**config.mk**
```make
export PLATFORM = sky130hd
export DESIGN_NAME = histogram_top
export DESIGN_NICKNAME = d
export VERILOG_FILES = /design/src/rtl/histogram_top.sv
export SDC_FILE = /design/constraint.sdc
export NUM_CORES = 1
export LEC_CHECK = 0
export CAP_MARGIN = 40
export CORE_ASPECT_RATIO = 0.75
export CORE_MARGIN = 5
export CORE_UTILIZATION = 57
export DETAILED_ROUTE_END_ITERATION = 8
export GPL_ROUTABILITY_DRIVEN = 0
export HOLD_SLACK_MARGIN = 0.15
export PLACE_DENSITY = 0.78
export SYNTH_ARGS = -nofsm -noshare
export SYNTH_HDL_FRONTEND = slang
export SYNTH_SLANG_ARGS = --single-unit
```
**constraint.sdc**
```tcl
create_clock -name clk -period 4.2 [get_ports clk]
set_input_delay 1.26 -clock clk [delete_from_list [all_inputs] [get_ports clk]]
set_output_delay 1.26 -clock clk [all_outputs]
set_load 0.03 [all_outputs]
```
**src/rtl/histogram_top.sv**
```systemverilog
// 3x3 binary median filter over a WIDTHxHEIGHT image with X/Y projection histograms.
// Optional feature macro HISTOGRAM_EN: bin storage, histogram stream and bin clear.
module histogram_top #(
  parameter int WIDTH  = 240,
  parameter int HEIGHT = 180,
  parameter int ADDR_W = 8,
  parameter int HIST_W = 8,
  parameter int THRESH = 5
) (
  input  logic              clk,
  input  logic              reset,
  input  logic              start,
  output logic              filterDone,
  output logic              filterReady,
  input  logic              dataIn,
  output logic [ADDR_W-1:0] xAddressOut,
  output logic [ADDR_W-1:0] yAddressOut,
  output logic [ADDR_W-1:0] xMedianAddress,
  output logic [ADDR_W-1:0] yMedianAddress,
  output logic              writeEnable,
  output logic              dataOut,
  input  logic              readHistogram,
  input  logic              clearHistogram,
  output logic [HIST_W-1:0] xHistogramOut,
  output logic [HIST_W-1:0] yHistogramOut,
  output logic              xValid,
  output logic              yValid,
  output logic              histogramClear
);

  typedef enum logic [1:0] {IDLE, RUN, DONE} state_t;

  localparam logic [ADDR_W-1:0] COL_LAST = ADDR_W'(WIDTH - 1);
  localparam logic [ADDR_W-1:0] ROW_LAST = ADDR_W'(HEIGHT - 1);
  localparam logic [ADDR_W:0]   X_MAX    = (ADDR_W+1)'(WIDTH - 1);
  localparam logic [ADDR_W:0]   Y_MAX    = (ADDR_W+1)'(HEIGHT - 1);
  localparam logic [3:0]        THRESH_C = 4'(THRESH);

  state_t            state;
  logic [ADDR_W-1:0] col;
  logic [ADDR_W-1:0] row;
  logic [2:0]        step;
  logic              priming;
  logic              last_write;
  logic [2:0]        win_top, win_mid, win_bot;
  logic              d0, d1;
  logic [ADDR_W:0]   rd_row;
  logic              row_ok;
  logic [3:0]        ones;
  logic              hist_open;

  // Source x for triplet slot k (0..2 -> x-1..x+1), clamped into the image.
  function automatic logic [ADDR_W-1:0] clamp_x(input logic [ADDR_W-1:0] c, input logic [1:0] k);
    logic [ADDR_W:0] t;
    t = {1'b0, c} + (ADDR_W+1)'(k);
    if (t == '0) return '0;
    t = t - (ADDR_W+1)'(1);
    if (t > X_MAX) return X_MAX[ADDR_W-1:0];
    return t[ADDR_W-1:0];
  endfunction

  function automatic logic [ADDR_W-1:0] clamp_y(input logic [ADDR_W:0] r);
    if (r > Y_MAX) return Y_MAX[ADDR_W-1:0];
    return r[ADDR_W-1:0];
  endfunction

  function automatic logic [3:0] popcount9(input logic [8:0] v);
    logic [3:0] n;
    n = '0;
    for (int i = 0; i < 9; i++) n = n + 4'(v[i]);
    return n;
  endfunction

  // NOTE: every variable assigned in always_comb gets a value on every path, so no latch is inferred.
  always_comb begin
    rd_row = priming ? '0 : ({1'b0, row} + (ADDR_W+1)'(1));
    row_ok = (rd_row <= Y_MAX);
    ones   = popcount9({win_top, win_mid, win_bot});
  end

  assign hist_open = (state != RUN);

  // Per output pixel: steps 0-2 present the triplet addresses, 1-3 capture data, 4 writes.
  // A priming triplet (row 0) runs steps 0-3 only and opens every column.
  // NOTE: sequential state uses non-blocking assignments so all flops update from pre-edge values.
  always_ff @(posedge clk or negedge reset) begin
    if (!reset) begin
      state          <= IDLE;
      filterReady    <= 1'b1;
      filterDone     <= 1'b0;
      writeEnable    <= 1'b0;
      dataOut        <= 1'b0;
      xAddressOut    <= '0;
      yAddressOut    <= '0;
      xMedianAddress <= '0;
      yMedianAddress <= '0;
      col            <= '0;
      row            <= '0;
      step           <= '0;
      priming        <= 1'b0;
      last_write     <= 1'b0;
      win_top        <= '0;
      win_mid        <= '0;
      win_bot        <= '0;
      d0             <= 1'b0;
      d1             <= 1'b0;
    end else begin
      writeEnable <= 1'b0;
      unique case (state)
        IDLE: begin
          if (start) begin
            state       <= RUN;
            filterReady <= 1'b0;
            col         <= '0;
            row         <= '0;
            step        <= '0;
            priming     <= 1'b1;
            last_write  <= 1'b0;
            win_top     <= '0;
            win_mid     <= '0;
            win_bot     <= '0;
            xAddressOut <= '0;
            yAddressOut <= '0;
          end
        end
        RUN: begin
          if (last_write) begin
            state      <= DONE;
            filterDone <= 1'b1;
            last_write <= 1'b0;
          end else begin
            case (step)
              3'd0: begin
                xAddressOut <= clamp_x(col, 2'd1);
                step        <= 3'd1;
              end
              3'd1: begin
                d0          <= dataIn & (col != '0) & row_ok;
                xAddressOut <= clamp_x(col, 2'd2);
                step        <= 3'd2;
              end
              3'd2: begin
                d1   <= dataIn & row_ok;
                step <= 3'd3;
              end
              3'd3: begin
                win_top <= win_mid;
                win_mid <= win_bot;
                win_bot <= {dataIn & (col != COL_LAST) & row_ok, d1, d0};
                if (priming) begin
                  priming     <= 1'b0;
                  step        <= 3'd0;
                  xAddressOut <= clamp_x(col, 2'd0);
                  yAddressOut <= clamp_y((ADDR_W+1)'(1));
                end else begin
                  step <= 3'd4;
                end
              end
              3'd4: begin
                writeEnable    <= 1'b1;
                dataOut        <= (ones >= THRESH_C);
                xMedianAddress <= col;
                yMedianAddress <= row;
                step           <= 3'd0;
                if (row == ROW_LAST) begin
                  if (col == COL_LAST) begin
                    last_write <= 1'b1;
                  end else begin
                    col         <= col + ADDR_W'(1);
                    row         <= '0;
                    priming     <= 1'b1;
                    win_top     <= '0;
                    win_mid     <= '0;
                    win_bot     <= '0;
                    xAddressOut <= clamp_x(col + ADDR_W'(1), 2'd0);
                    yAddressOut <= '0;
                  end
                end else begin
                  row         <= row + ADDR_W'(1);
                  xAddressOut <= clamp_x(col, 2'd0);
                  yAddressOut <= clamp_y({1'b0, row} + (ADDR_W+1)'(2));
                end
              end
              default: step <= 3'd0;
            endcase
          end
        end
        DONE: begin
          if (!start) begin
            state       <= IDLE;
            filterDone  <= 1'b0;
            filterReady <= 1'b1;
          end
        end
        default: state <= IDLE;
      endcase
    end
  end

`ifdef HISTOGRAM_EN
  localparam int XI_W = $clog2(WIDTH);
  localparam int YI_W = $clog2(HEIGHT);
  localparam logic [ADDR_W:0] W_C = (ADDR_W+1)'(WIDTH);
  localparam logic [ADDR_W:0] H_C = (ADDR_W+1)'(HEIGHT);

  logic [HIST_W-1:0] xbin [WIDTH];
  logic [HIST_W-1:0] ybin [HEIGHT];
  logic              read_q;
  logic              streaming;
  logic              stream_go;
  logic              fetch;
  logic [ADDR_W:0]   s_idx;
  logic [ADDR_W:0]   fetch_idx;

  // A clear in the same cycle suppresses a new stream.
  always_comb begin
    stream_go = hist_open && !clearHistogram && readHistogram && !read_q && !streaming;
    fetch_idx = stream_go ? '0 : s_idx;
    fetch     = stream_go || (streaming && (s_idx < W_C));
  end

  always_ff @(posedge clk or negedge reset) begin
    if (!reset) begin
      // NOTE: the bins are flops with async reset because they must read 0 whenever reset is low.
      for (int i = 0; i < WIDTH; i++)  xbin[i] <= '0;
      for (int i = 0; i < HEIGHT; i++) ybin[i] <= '0;
      histogramClear <= 1'b0;
      read_q         <= 1'b0;
      streaming      <= 1'b0;
      s_idx          <= '0;
      xHistogramOut  <= '0;
      yHistogramOut  <= '0;
      xValid         <= 1'b0;
      yValid         <= 1'b0;
    end else begin
      histogramClear <= 1'b0;
      read_q         <= readHistogram;
      if (hist_open && clearHistogram) begin
        for (int i = 0; i < WIDTH; i++)  xbin[i] <= '0;
        for (int i = 0; i < HEIGHT; i++) ybin[i] <= '0;
        histogramClear <= 1'b1;
      end else if (writeEnable && dataOut) begin
        xbin[xMedianAddress[XI_W-1:0]] <= xbin[xMedianAddress[XI_W-1:0]] + HIST_W'(1);
        ybin[yMedianAddress[YI_W-1:0]] <= ybin[yMedianAddress[YI_W-1:0]] + HIST_W'(1);
      end
      if (fetch) begin
        streaming     <= 1'b1;
        s_idx         <= fetch_idx + (ADDR_W+1)'(1);
        xHistogramOut <= xbin[fetch_idx[XI_W-1:0]];
        xValid        <= 1'b1;
        if (fetch_idx < H_C) begin
          yHistogramOut <= ybin[fetch_idx[YI_W-1:0]];
          yValid        <= 1'b1;
        end else begin
          yHistogramOut <= '0;
          yValid        <= 1'b0;
        end
      end else begin
        streaming     <= 1'b0;
        xHistogramOut <= '0;
        yHistogramOut <= '0;
        xValid        <= 1'b0;
        yValid        <= 1'b0;
      end
    end
  end
`else
  logic unused_read;
  assign unused_read = readHistogram;

  always_ff @(posedge clk or negedge reset) begin
    if (!reset) histogramClear <= 1'b0;
    else        histogramClear <= hist_open && clearHistogram;
  end

  assign xHistogramOut = '0;
  assign yHistogramOut = '0;
  assign xValid        = 1'b0;
  assign yValid        = 1'b0;
`endif

endmodule

```
Run 1, signal wires by layer:
(3 px per um)
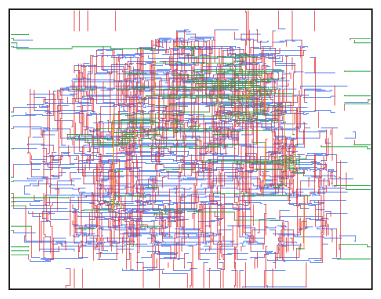
colour	layer	wire length
orange	met4	180 um
blue	met1	6140 um
green	met3	1330 um
red	met2	5950 um
vias: 4771
Routed WL: 13600 um
Overall Global Routing Usage: 0.252
WL per Instance: 18.2 um

Run 1, M2 wires:
(2 px per um)
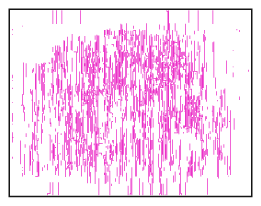
nets with wire on the layer	560
main direction	vertical
wire length on this layer	5950 um
longest straight run	35.4 um
grt met2 use: 0.368

==> impl_metrics.tcl, run 1 <==
# implementation run metrics
set metrics [dict create \
    synth_stat.cells 606 \
    coreArea_um2 8970 \
    placed_area_um2 5610 \
    cts_made_buffers 9 \
    seqCellArea_um2 1780 \
    async_flop_share 1.00 \
    synth-edff-count 0 \
    power_switching_share 0.445 \
    power_leakage_nw 2.46 \
    holdPathEnd "filterReady" \
    cts_tree "built" \
    xor_share 0.0480 \
    cts_hold_buf 0 \
    fin_nets 658 \
    row_count 30 \
    dpl.hpwl_um 9890 \
    peakVddDrop_v 0.000377 \
    setup_tns_ps 0 \
    seq_share 0.302 \
    dieArea_um2 11200 \
    netlist.area_leader.share 0.336 \
    synth.avg_cell_area_um2 8.61 \
    comb_cells 471 \
    hold_viol 0 \
    period_used_share 0.866 \
    post-cts-setup-buffers 0 \
    first_global_vias 4436 \
    route.detailed.drc 0 \
    clock-sinks 71 \
    holdPathStages 2 \
    synthAdderAreaFrac 0.0576 \
    antenna_found_initial 0 \
    n_all_buffers 49 \
    fill_cells 729 \
    r2r_end "dataOut" \
    ff_type "dfrtp_1" \
    pg_comb_mw 1.65 \
    ctsResizeCount 0 \
    power_density_nw_per_um2 563 \
    yosys_area_um2 5220 \
    warnings 37 \
    common_cells "74 x nand2_1, 70 x dfrtp_1, 54 x o21ai_0" \
    outcome "finished clean" \
    clockBufferDepth 2 \
    endpoint "dataOut" \
    final-nonclk-buf-share 0.0821 \
    power_frac_comb 0.497 \
    via_per_inst 6.38 \
    r2r_start "win_top[0]" \
    switching_power_mw 1.47 \
    final_area_um2 5880 \
    p_seq_uw 956 \
    lay_top_count "nand2_1" \
    crit_fanout 2 \
    maxCapViolCount 0 \
    area_leaders "dfrtp_1 34%, nand2_1 5.3%, o21ai_0 5.2%" \
    top_power_group "combinational cells" \
    synthTopLogicFamily "AND-OR/OR-AND gates" \
    overflow 0 \
    placement.setup.worst_slack_ps 548 \
    most_common_cell "nand2_1" \
    skew_ps 6.21 \
    grt_max_degree 50 \
    root_buffer "clkbuf_16" \
    pin_count 61 \
    ff2ff_setup_slack_ps 560 \
    die_width_um 120 \
    crit_type "reg2reg" \
    clkbuf_count 10 \
    worstPathRequired_ps 4410 \
    diodes 0 \
    post-route-util 0.656 \
    htree_levels 3 \
    fp.dieH_um 92.8 \
    grt_pass1_wl_um 22700 \
    ys.warnings.count 0 \
    synthAoiAreaFrac 0.232 \
    cts.clk_slew.worst_paths_ps 60 \
    whs_ps 460 \
    setup_ws_ps 564 \
    drt_pre_antenna_iters 7 \
    drt_iter0_markers 562 \
    drive_gt1_frac 0.0865 \
    comb_area_frac 0.526 \
    io_buffers 41 \
    max_freq_ghz 0.275 \
    syn_inst 606 \
    dominant_cells "logic gates" \
]
Run 1, the metal 3 layer:
(2 px per um)
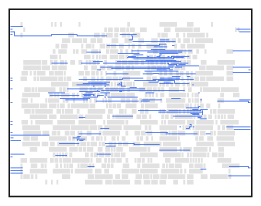
share of all routed wire	9.8%
longest straight run	41.4 um
main direction	horizontal
nets with wire on the layer	109
met3 Use GR: 0.0794

## run 1: metal layers
layer  GRT usage  vias up  part of all wire  wire, um
met5           0        -                 0         0
met4      0.0462        0             0.013       180
met3      0.0794       33             0.098      1330
met2       0.368      248              0.44      5950
met1       0.369     2281              0.45      6140
li1            -     2209                 -         -
## run 1: critical path, stage by stage, from the launching register on
cell     delay [ps]
dfrtp_1         400
fa_1            550
inv_1            50
fa_1            500
fa_1            430
fa_1            420
fa_1            490
nand2_1          70
a221o_1         320
a22oi_1         180
o21ai_0         100
## run 1: through the flow
stage | power (mW) | cells
2_1_floorplan | 2.11 | 623
3_3_place_gp | 2.49 | 730
3_5_place_dp | 2.57 | 732
4_1_cts | 3.29 | 748
5_1_grt | 3.55 | 748
6_report | 3.31 | 748
Run 1, clock nets:
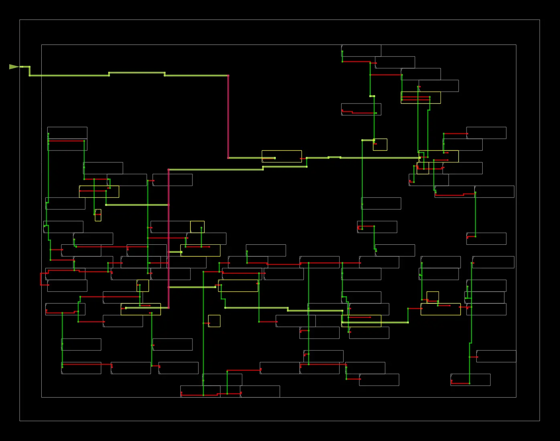

==> run 1 -> run 2 <==
--- a/config.mk
+++ b/config.mk
@@ -6,7 +6,7 @@
 export NUM_CORES = 1
 export LEC_CHECK = 0
 export CAP_MARGIN = 40
-export CORE_ASPECT_RATIO = 0.75
+export CORE_ASPECT_RATIO = 1.25
 export CORE_MARGIN = 5
 export CORE_UTILIZATION = 57
 export DETAILED_ROUTE_END_ITERATION = 8
Run 2, clock nets:
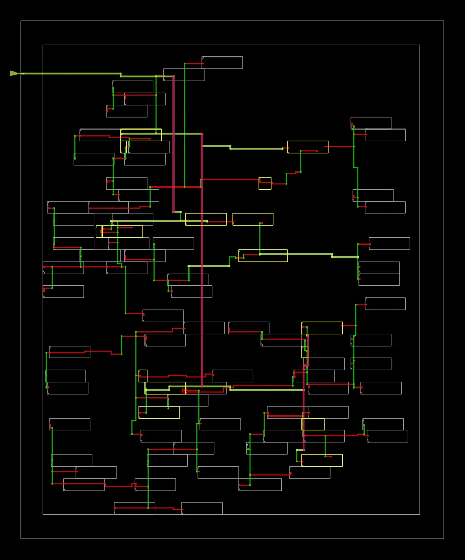
flip-flops: 71
clk ins delay skew pair: 340 ps
CTS buffer count: 9
CTS sink count: 71

Run 2, power grid:
(3 px per um) Pins as bars on the die edge. Tap cells in grey.
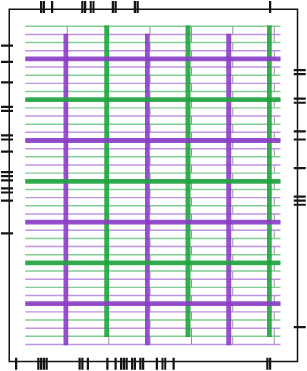
colour	net
purple	VSS
green	VDD
met4 straps	6
rows	39
met5 straps	7
tap cells	123
Die X: 95.6 um
placeable core area: 9030 um2

Run 2, the metal 3 layer:
(2 px per um)
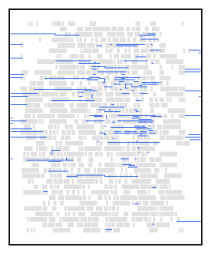
wire length on this layer	847 um
longest straight run	28.5 um
share of all routed wire	6.4%
main direction	horizontal
vias: 4747
met3 Use GR: 0.0486
Routed WL: 13300 um

==> impl_metrics.tcl, run 2 <==
# implementation run metrics
set metrics [dict create \
    dieArea_um2 11200 \
    holdPathStages 2 \
    r2r_start "win_top[0]" \
    drt_pre_antenna_iters 6 \
    first_global_vias 4542 \
    total_power_mw 3.32 \
    r2r_end "dataOut" \
    grt_pass1_wl_um 22000 \
    placement.setup.worst_slack_ps 585 \
    fin_nets 659 \
    outcome "finished clean" \
    row_count 39 \
    maxCapViolCount 0 \
    io_buffers 41 \
    most_common_cell "nand2_1" \
    wl_per_cell_um 17.4 \
    comb_cells 471 \
    period_used_share 0.854 \
    root_buffer "clkbuf_16" \
    overflow 0 \
    slowest_delay_ps 530 \
    crit_fanout 2 \
    common_cells "74 x nand2_1, 70 x dfrtp_1, 54 x o21ai_0" \
    synthAdderAreaFrac 0.0576 \
    cts_tree "built" \
    setup_tns_ps 0 \
    switching_power_mw 1.41 \
    synth.avg_cell_area_um2 8.61 \
    cp_common_cell "fa_1" \
    post-route-util 0.656 \
    n_all_buffers 50 \
    crit_type "reg2reg" \
    cts_hold_buf 0 \
    peakVddDrop_v 0.000297 \
    async_flop_share 1.00 \
    synth-edff-count 0 \
    via_per_inst 6.25 \
    htree_levels 3 \
    diodes 0 \
    fill_cells 771 \
    power_leakage_nw 2.49 \
    crit_buf_inv 1 \
    track_usage 0.249 \
    synthAoiAreaFrac 0.232 \
    ctsResizeCount 0 \
    max_freq_ghz 0.279 \
    grt_max_degree 31 \
    ff_type "dfrtp_1" \
    route.detailed.drc 0 \
    setup_ws_ps 613 \
    synthTopLogicFamily "AND-OR/OR-AND gates" \
    final-nonclk-buf-share 0.0829 \
    path_cells "fa_1, inv_1, fa_1, fa_1, fa_1, fa_1, nand2_1, a221o_1, a22oi_1, o21ai_0" \
    antenna_found_initial 0 \
    slowest_stage "fa_1" \
    ff2ff_setup_slack_ps 610 \
    drive_gt1_frac 0.0848 \
    power_frac_comb 0.482 \
    synth_stat.cells 606 \
    lay_top_count "nand2_1" \
    dpl.hpwl_um 9600 \
    hold_viol 0 \
    seqCellArea_um2 1780 \
    ys.warnings.count 0 \
    netlist.area_leader.share 0.336 \
    worstPathRequired_ps 4410 \
]
==> run 2: cell counts after synthesis <==
No cell type changed its count.
==> run 2: cell families after synthesis <==
kind of cell	after synthesis
xor gates and xnor gates	26
DFF	71
AOI/OAI and AO/OA	178
adders and majority gates	21
buffers and inverters	81
other	1
and+or+nand+nor	216
muxes	12
==> run 2: power groups by stage <==
stage	registers (mW)	logic [mW]	clock network [mW]
floorplan	1.02	1.09	0
global placement	0.951	1.52	0
detailed placement	0.959	1.58	0
CTS	0.948	1.59	0.778
global route	0.969	1.78	0.820
finish	0.950	1.60	0.773
==> run 2: per-layer routing <==
metal | track usage | vias to the layer above | routed length (um)
li1 | - | 2208 | -
met1 | 0.319 | 2297 | 5440
met2 | 0.403 | 202 | 6490
met3 | 0.0486 | 40 | 847
met4 | 0.122 | 0 | 480
met5 | 0 | - | 0
No activity file was given, so power comes from the tool's default toggle rates.
